**src/rtl/semaforo_monitor_if.sv**
```systemverilog
// Lamp inputs and decoded monitor results for semaforo_monitor.
// master = lamp driver / result consumer, slave = the monitor itself.
interface semaforo_monitor_if #(
  parameter int CNT_W = 6
);
  logic             red;
  logic             yellow;
  logic             green;
  logic [2:0]       phase;
  logic [CNT_W-1:0] dur;
  logic             go;
  logic             preempt;
  logic             fault;
  logic [2:0]       fault_code;
  logic [7:0]       cycles;

  modport master (
    output red, yellow, green,
    input  phase, dur, go, preempt, fault, fault_code, cycles
  );

  modport slave (
    input  red, yellow, green,
    output phase, dur, go, preempt, fault, fault_code, cycles
  );
endinterface

```
**src/rtl/semaforo_monitor.sv**
```systemverilog
// Traffic-light lamp observer: decodes phase, times each colour, separates
// stop-override preemption from violations, counts full cycles.
module semaforo_monitor #(
  parameter int RED_LEN    = 10,
  parameter int YELLOW_LEN = 3,
  parameter int GREEN_LEN  = 20,
  parameter int CNT_W      = 6
) (
  input  logic                 clk,
  input  logic                 rst,
  semaforo_monitor_if.slave    bus
);

  typedef enum logic [2:0] {
    ST_DARK_INIT = 3'd0,
    ST_RED       = 3'd1,
    ST_YELLOW    = 3'd2,
    ST_GREEN     = 3'd3,
    ST_PRE_Y     = 3'd4,
    ST_PRE_G     = 3'd5,
    ST_FAULT     = 3'd6
  } state_t;

  typedef enum logic [2:0] {
    FC_NONE  = 3'd0,
    FC_MULTI = 3'd1,
    FC_DARK  = 3'd2,
    FC_ORDER = 3'd3,
    FC_SHORT = 3'd4,
    FC_LONG  = 3'd5
  } fcode_t;

  localparam logic [CNT_W-1:0] L_RED    = CNT_W'(RED_LEN);
  localparam logic [CNT_W-1:0] L_YELLOW = CNT_W'(YELLOW_LEN);
  localparam logic [CNT_W-1:0] L_GREEN  = CNT_W'(GREEN_LEN);
  localparam logic [CNT_W-1:0] L_ONE    = CNT_W'(1);

  state_t           r_state, w_state_nxt;
  fcode_t           r_code, w_code_nxt;
  logic [CNT_W-1:0] r_dur, w_dur_nxt;
  logic [7:0]       r_cycles, w_cycles_nxt;

  logic             w_multi;
  logic             w_dark;
  logic [CNT_W-1:0] w_dur_inc;

  assign w_multi   = (bus.red & bus.yellow) | (bus.red & bus.green) | (bus.yellow & bus.green);
  assign w_dark    = ~(bus.red | bus.yellow | bus.green);
  assign w_dur_inc = r_dur + L_ONE;

  always_ff @(posedge clk) begin
    if (rst) begin
      r_state  <= ST_DARK_INIT;
      r_code   <= FC_NONE;
      r_dur    <= '0;
      r_cycles <= '0;
    end else begin
      r_state  <= w_state_nxt;
      r_code   <= w_code_nxt;
      r_dur    <= w_dur_nxt;
      r_cycles <= w_cycles_nxt;
    end
  end

  // Violations only touch state and code, so dur/cycles freeze at their last value.
  always_comb begin
    w_state_nxt  = r_state;
    w_code_nxt   = r_code;
    w_dur_nxt    = r_dur;
    w_cycles_nxt = r_cycles;
    if (r_state != ST_FAULT && w_multi) begin
      w_state_nxt = ST_FAULT;
      w_code_nxt  = FC_MULTI;
    end else if (r_state != ST_FAULT && w_dark && r_state != ST_DARK_INIT) begin
      w_state_nxt = ST_FAULT;
      w_code_nxt  = FC_DARK;
    end else begin
      case (r_state)
        ST_DARK_INIT: begin
          if (bus.red) begin
            w_state_nxt = ST_RED;
            w_dur_nxt   = L_ONE;
          end else if (bus.yellow || bus.green) begin
            w_state_nxt = ST_FAULT;
            w_code_nxt  = FC_ORDER;
          end
        end
        ST_RED: begin
          if (bus.red) begin
            w_dur_nxt = (r_dur == '1) ? r_dur : w_dur_inc;
          end else if (bus.yellow) begin
            if (r_dur >= L_RED) begin
              w_state_nxt = ST_YELLOW;
              w_dur_nxt   = L_ONE;
            end else begin
              w_state_nxt = ST_FAULT;
              w_code_nxt  = FC_SHORT;
            end
          end else begin
            w_state_nxt = ST_FAULT;
            w_code_nxt  = FC_ORDER;
          end
        end
        ST_YELLOW, ST_PRE_Y: begin
          if (bus.red) begin
            w_state_nxt = ST_PRE_Y;
          end else if (bus.yellow) begin
            if (r_dur == L_YELLOW) begin
              w_state_nxt = ST_FAULT;
              w_code_nxt  = FC_LONG;
            end else begin
              w_state_nxt = ST_YELLOW;
              w_dur_nxt   = w_dur_inc;
            end
          end else if (r_state == ST_YELLOW && r_dur == L_YELLOW) begin
            w_state_nxt = ST_GREEN;
            w_dur_nxt   = L_ONE;
          end else begin
            w_state_nxt = ST_FAULT;
            w_code_nxt  = (r_state == ST_YELLOW) ? FC_SHORT : FC_ORDER;
          end
        end
        ST_GREEN, ST_PRE_G: begin
          if (bus.red) begin
            if (r_state == ST_GREEN && r_dur == L_GREEN) begin
              w_state_nxt  = ST_RED;
              w_dur_nxt    = L_ONE;
              w_cycles_nxt = r_cycles + 8'd1;
            end else begin
              w_state_nxt = ST_PRE_G;
            end
          end else if (bus.green) begin
            if (r_dur == L_GREEN) begin
              w_state_nxt = ST_FAULT;
              w_code_nxt  = FC_LONG;
            end else begin
              w_state_nxt = ST_GREEN;
              w_dur_nxt   = w_dur_inc;
            end
          end else begin
            w_state_nxt = ST_FAULT;
            w_code_nxt  = FC_ORDER;
          end
        end
        default: ;
      endcase
    end
  end

  assign bus.phase      = r_state;
  assign bus.dur        = r_dur;
  assign bus.go         = (r_state == ST_GREEN);
  assign bus.preempt    = (r_state == ST_PRE_Y) || (r_state == ST_PRE_G);
  assign bus.fault      = (r_state == ST_FAULT);
  assign bus.fault_code = r_code;
  assign bus.cycles     = r_cycles;

endmodule

```
**src/flat_wrapper.sv**
```systemverilog
// flat-port wrapper written by rule: the top's interface ports become plain ports
module semaforo_monitor_flat 
#(
  parameter int RED_LEN    = 10,
  parameter int YELLOW_LEN = 3,
  parameter int GREEN_LEN  = 20,
  parameter int CNT_W      = 6
)
  (clk, rst, bus_red, bus_yellow, bus_green, bus_phase, bus_dur, bus_go, bus_preempt, bus_fault, bus_fault_code, bus_cycles);
  semaforo_monitor_if #(.CNT_W(CNT_W)) bus_i ();
  input  logic clk;
  input  logic rst;
  input wire logic [$bits(bus_i.red)-1:0] bus_red;
  input wire logic [$bits(bus_i.yellow)-1:0] bus_yellow;
  input wire logic [$bits(bus_i.green)-1:0] bus_green;
  output wire logic [$bits(bus_i.phase)-1:0] bus_phase;
  output wire logic [$bits(bus_i.dur)-1:0] bus_dur;
  output wire logic [$bits(bus_i.go)-1:0] bus_go;
  output wire logic [$bits(bus_i.preempt)-1:0] bus_preempt;
  output wire logic [$bits(bus_i.fault)-1:0] bus_fault;
  output wire logic [$bits(bus_i.fault_code)-1:0] bus_fault_code;
  output wire logic [$bits(bus_i.cycles)-1:0] bus_cycles;
  assign bus_i.red = bus_red;
  assign bus_i.yellow = bus_yellow;
  assign bus_i.green = bus_green;
  assign bus_phase = bus_i.phase;
  assign bus_dur = bus_i.dur;
  assign bus_go = bus_i.go;
  assign bus_preempt = bus_i.preempt;
  assign bus_fault = bus_i.fault;
  assign bus_fault_code = bus_i.fault_code;
  assign bus_cycles = bus_i.cycles;
  semaforo_monitor #(.RED_LEN(RED_LEN), .YELLOW_LEN(YELLOW_LEN), .GREEN_LEN(GREEN_LEN), .CNT_W(CNT_W)) u_core (.clk(clk), .rst(rst), .bus(bus_i));
endmodule
```
**config.mk**
```make
export PLATFORM = sky130hd
export DESIGN_NAME = semaforo_monitor_flat
export DESIGN_NICKNAME = d
export VERILOG_FILES = /design/src/rtl/semaforo_monitor_if.sv /design/src/rtl/semaforo_monitor.sv /design/src/flat_wrapper.sv
export SDC_FILE = /design/constraint.sdc
export NUM_CORES = 1
export LEC_CHECK = 0
export CORE_ASPECT_RATIO = 1.75
export CORE_MARGIN = 5
export CORE_UTILIZATION = 46
export CTS_CLUSTER_SIZE = 8
export DETAILED_ROUTE_END_ITERATION = 8
export PLACE_DENSITY_LB_ADDON = 0.05
export SYNTH_ARGS = -nofsm -noshare
export SYNTH_HDL_FRONTEND = slang
export SYNTH_SLANG_ARGS = --single-unit
```
**constraint.sdc**
```tcl
create_clock -name clk -period 2.1 [get_ports clk]
set_input_delay 0.42 -clock clk [delete_from_list [all_inputs] [get_ports clk]]
set_output_delay 0.42 -clock clk [all_outputs]
set_load 0.01 [all_outputs]
```
==> run_1/met2.png <==
Bar = 20 µm.
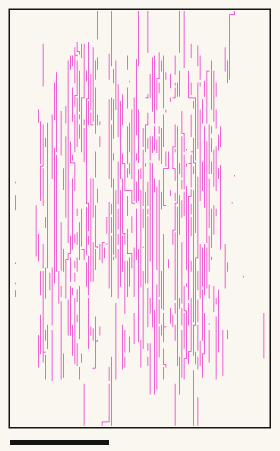
longest straight run = 36.7 µm
wire length on this layer = 2,620 µm
main direction = vertical
share of all routed wire = 55%

==> run_1/pdn.png <==
Bar = 20 µm. Pins as bars on the die edge.
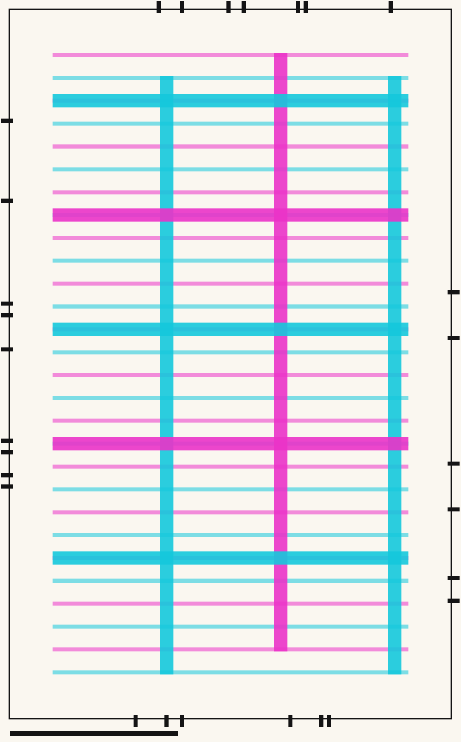
VSS -> cyan
VDD -> magenta
met1 rails = 28
signal pins = 28
core region area: 3110 µm²
chip width: 52.4 µm
Die Ht: 84.2 µm

==> run_1/met3.png <==
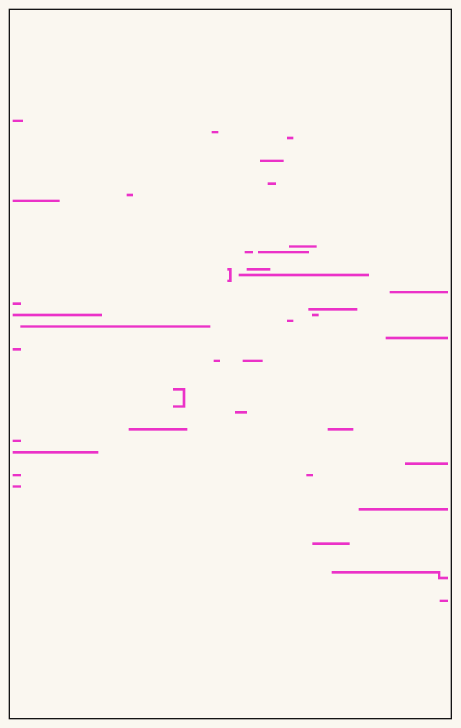
main direction = horizontal
share of all routed wire = 3.3%
wire length on this layer = 157 µm
nets with wire on the layer = 29
longest straight run = 22.3 µm
vias: 1,663
M3 GR Usage: 2.49%
DRT Wirelength: 4750 µm

run 1: final timing paths:
kind	start	end	depth (start not counted)
worst max-delay path	bus_green	u_core.bus.dur[4]$_SDFFE_PP0P_	7
worst min register to register	u_core.bus.dur[0]$_SDFFE_PP0P_	u_core.bus.dur[0]$_SDFFE_PP0P_	1
worst min-delay path	u_core.bus.dur[0]$_SDFFE_PP0P_	u_core.bus.dur[0]$_SDFFE_PP0P_	1
worst max register to register	u_core.bus.dur[1]$_SDFFE_PP0P_	u_core.bus.dur[4]$_SDFFE_PP0P_	8
run 1: stage by stage:
step	TNS, ps	area [µm²]	hold WS (ps)	power, mW	utilization, %
4_1_cts	0	2090	459	1.09	67.3
3_3_place_gp	-4520	1960	480	0.746	63.2
3_5_place_dp	-5310	1960	494	0.750	63.2
5_1_grt	-274	2200	504	1.18	70.7
2_1_floorplan	0	1450	490	0.608	-
6_report	-8.32	2200	477	1.12	70.7
run 1: final cells by class:
cell class	count	area, µm²
Multi-Input combinational cell	144	1040
Fill cell	270	910
Timing Repair Buffer	72	617
Sequential cell	20	408
Clock buffer	4	55.1
Tap cell	43	53.8
Inverter	5	20.0
run 1: state kept, by name (all words and copies together) (netlist names):
name	count
u_core.bus.cycles	8
u_core.bus.dur	6
u_core.bus.fault_code	3
u_core.bus.phase	3
run 1: layer usage:
| metal | share of wire, % | wire [µm] | vias up | track usage [%] |
|---|---|---|---|---|
| met3 | 3.3 | 156 | 18 | 2.49 |
| li1 | - | - | 793 | - |
| met5 | 0 | 0 | - | 0 |
| met2 | 55 | 2620 | 46 | 39.8 |
| met4 | 4.0 | 189 | 0 | 15.1 |
| met1 | 37 | 1780 | 806 | 22.1 |
==> results.txt, run 1 <==
flow finished, numbers: outcome complete, but fails checks, failing checks setup timing, commonest non-fill, non-tap cells in the layout buf_4 (42), clkdlybuf4s50_1 (25), nor2_1 (23), Top Ports 28, Final min period 2110 ps, Power Internal 766 µW, async set-or-reset flop fraction in the synthesized netlist 0%, Crit. End Element register, Switching Share 31.8%, worst setup margin -8.32 ps, synthesized instance count 177, Setup CP Type in -> reg, placed cells 275, Dominant combinational family simple AND/OR/NAND/NOR gates, Setup Viol. Count Final 1, Logic pwr share 36.1%, data arrival time of the critical path 2310 ps, CTS sink count 20, MUX share of area 1.47%, Yosys warning count 0, vias in the first global route 1,702
==> inputs of run 2 (changes only) <==
ABC_CLOCK_PERIOD_IN_PS = 2100   (was not set)
==> run_2/metal_stack.png <==
Bar = 20 µm. Only two layers are drawn.
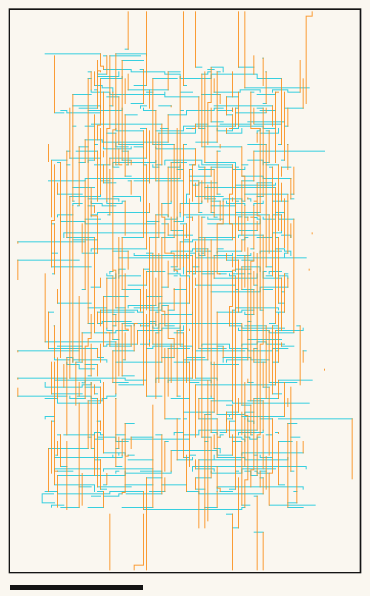
met2 -> orange  # wire length 2,620 µm
met1 -> cyan  # wire length 1,780 µm
gr usage total: 22.1%
routed len/inst: 16.5 µm

==> run_2/pdn.png <==
Bar = 20 µm. Pins as bars on the die edge.
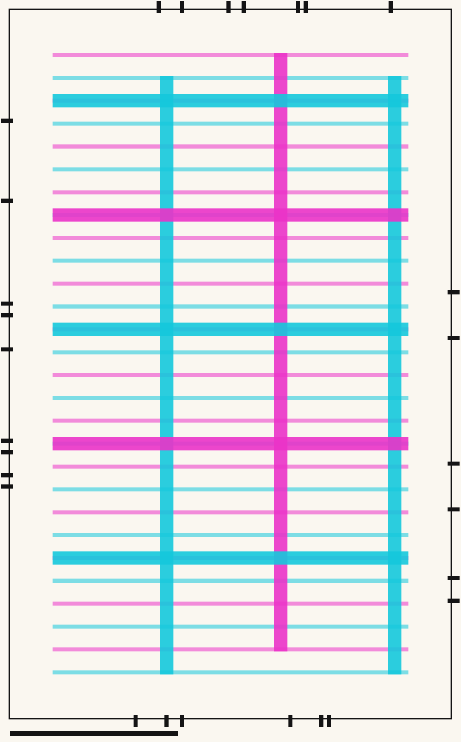
VDD -> magenta
VSS -> cyan
met4 straps = 3
signal pins = 28
met1 rails = 28
met5 straps = 5
rows = 27

==> results.txt, run 2 <==
flow finished, numbers: Post-DP Area 1960 µm² (unchanged), Min Hold Slack 477 ps (unchanged), async set-or-reset flop fraction in the synthesized netlist 0% (unchanged), chip width 52.4 µm (unchanged), Setup CP Type in -> reg (unchanged), Yosys warning count 0 (unchanged), vias 1,663 (unchanged), CTS sink count 20 (unchanged), Crit. End Element register (unchanged), failing checks setup timing (unchanged), total power 1.12 mW (unchanged), Logic pwr share 36.1% (about the same), max reg flops 8 (unchanged), outcome complete, but fails checks (unchanged), synthesized instance count 177 (unchanged), drt initial violations 42 (unchanged), Dominant combinational family simple AND/OR/NAND/NOR gates (unchanged), DRT Wirelength 4750 µm (unchanged), core region area 3110 µm² (unchanged), data arrival time of the critical path 2310 ps (about the same), Die Ht 84.2 µm (unchanged), Switching Share 31.8% (unchanged), commonest non-fill, non-tap cells in the layout buf_4 (42), clkdlybuf4s50_1 (25), nor2_1 (23) (unchanged), placed cells 275 (unchanged), Setup Viol. Count Final 1 (unchanged), Top Ports 28 (unchanged), worst setup margin -8.32 ps (unchanged), Core Util, Final 70.7% (unchanged)
==> run_2/met3.png <==
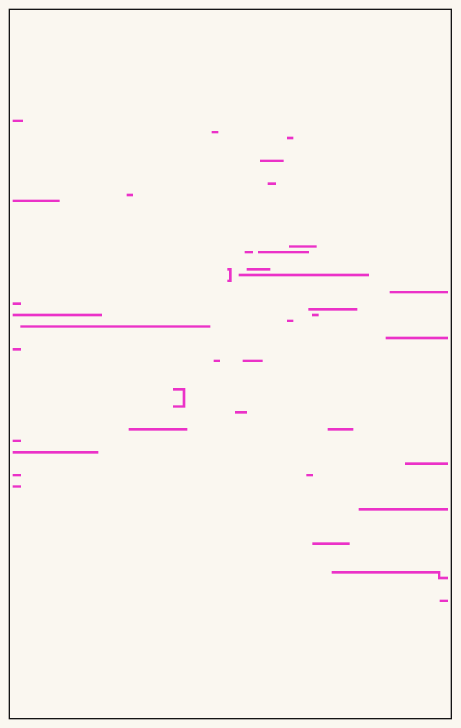
wire length on this layer = 157 µm
share of all routed wire = 3.3%
main direction = horizontal
nets with wire on the layer = 29
longest straight run = 22.3 µm

[run 2: cell counts in the layout (fill, tap and decap cells not counted)]
Identical to the previous run, type by type.
[run 2: final timing paths]
path | from | end | slack (ps) | cells past startpoint
min | u_core.bus.dur[0]$_SDFFE_PP0P_ | u_core.bus.dur[0]$_SDFFE_PP0P_ | 480 | 1
min reg2reg | u_core.bus.dur[0]$_SDFFE_PP0P_ | u_core.bus.dur[0]$_SDFFE_PP0P_ | 480 | 1
max | bus_green | u_core.bus.dur[4]$_SDFFE_PP0P_ | -8 | 7
max reg2reg | u_core.bus.dur[1]$_SDFFE_PP0P_ | u_core.bus.dur[4]$_SDFFE_PP0P_ | -8 | 8
[run 2: repair_timing]
item / 4_1_cts / 5_1_grt
endpoints found under the setup margin: 11 / 11
pin swaps: 10 / 3
gates cloned: 1 / 0
setup buffers: 3 / 5
gates resized: 15 / 14
[run 2: final cells by class]
cell class | instances | area (µm²)
clock buffer | 4 | 55.1
fill | 270 | 910
sequential | 20 | 408
multi-input combinational | 144 | 1040
tap | 43 | 53.8
inverter | 5 | 20.0
timing repair buffer | 72 | 617
[run 2: logic make-up (layout without fill, tap and decap cells)]
| group | Yosys count | count (layout) |
|---|---|---|
| compound gates | 48 | 49 |
| fa+ha+maj | 4 | 4 |
| mux | 2 | 2 |
| simple gates | 80 | 80 |
| buf+inv | 14 | 81 |
| xor+xnor | 9 | 9 |
| flops | 20 | 20 |
[run 2: layer usage]
layer  GRT usage [%]  wire [µm]  vias up
met3            2.49        156       18
met1            22.1       1780      806
met5               0          0        -
met2            39.8       2620       46
li1                -          -      793
met4            15.1        189        0
[run 2: critical path, cell delays in order]
cell and delay (ps):
clkdlybuf4s50_1 570, xor2_1 160, mux2_2 180, or2_4 160, o2111ai_4 150, or4_1 510
a21oi_1 150
Power figures rest on the tool's default switching activity, not on a simulated workload.
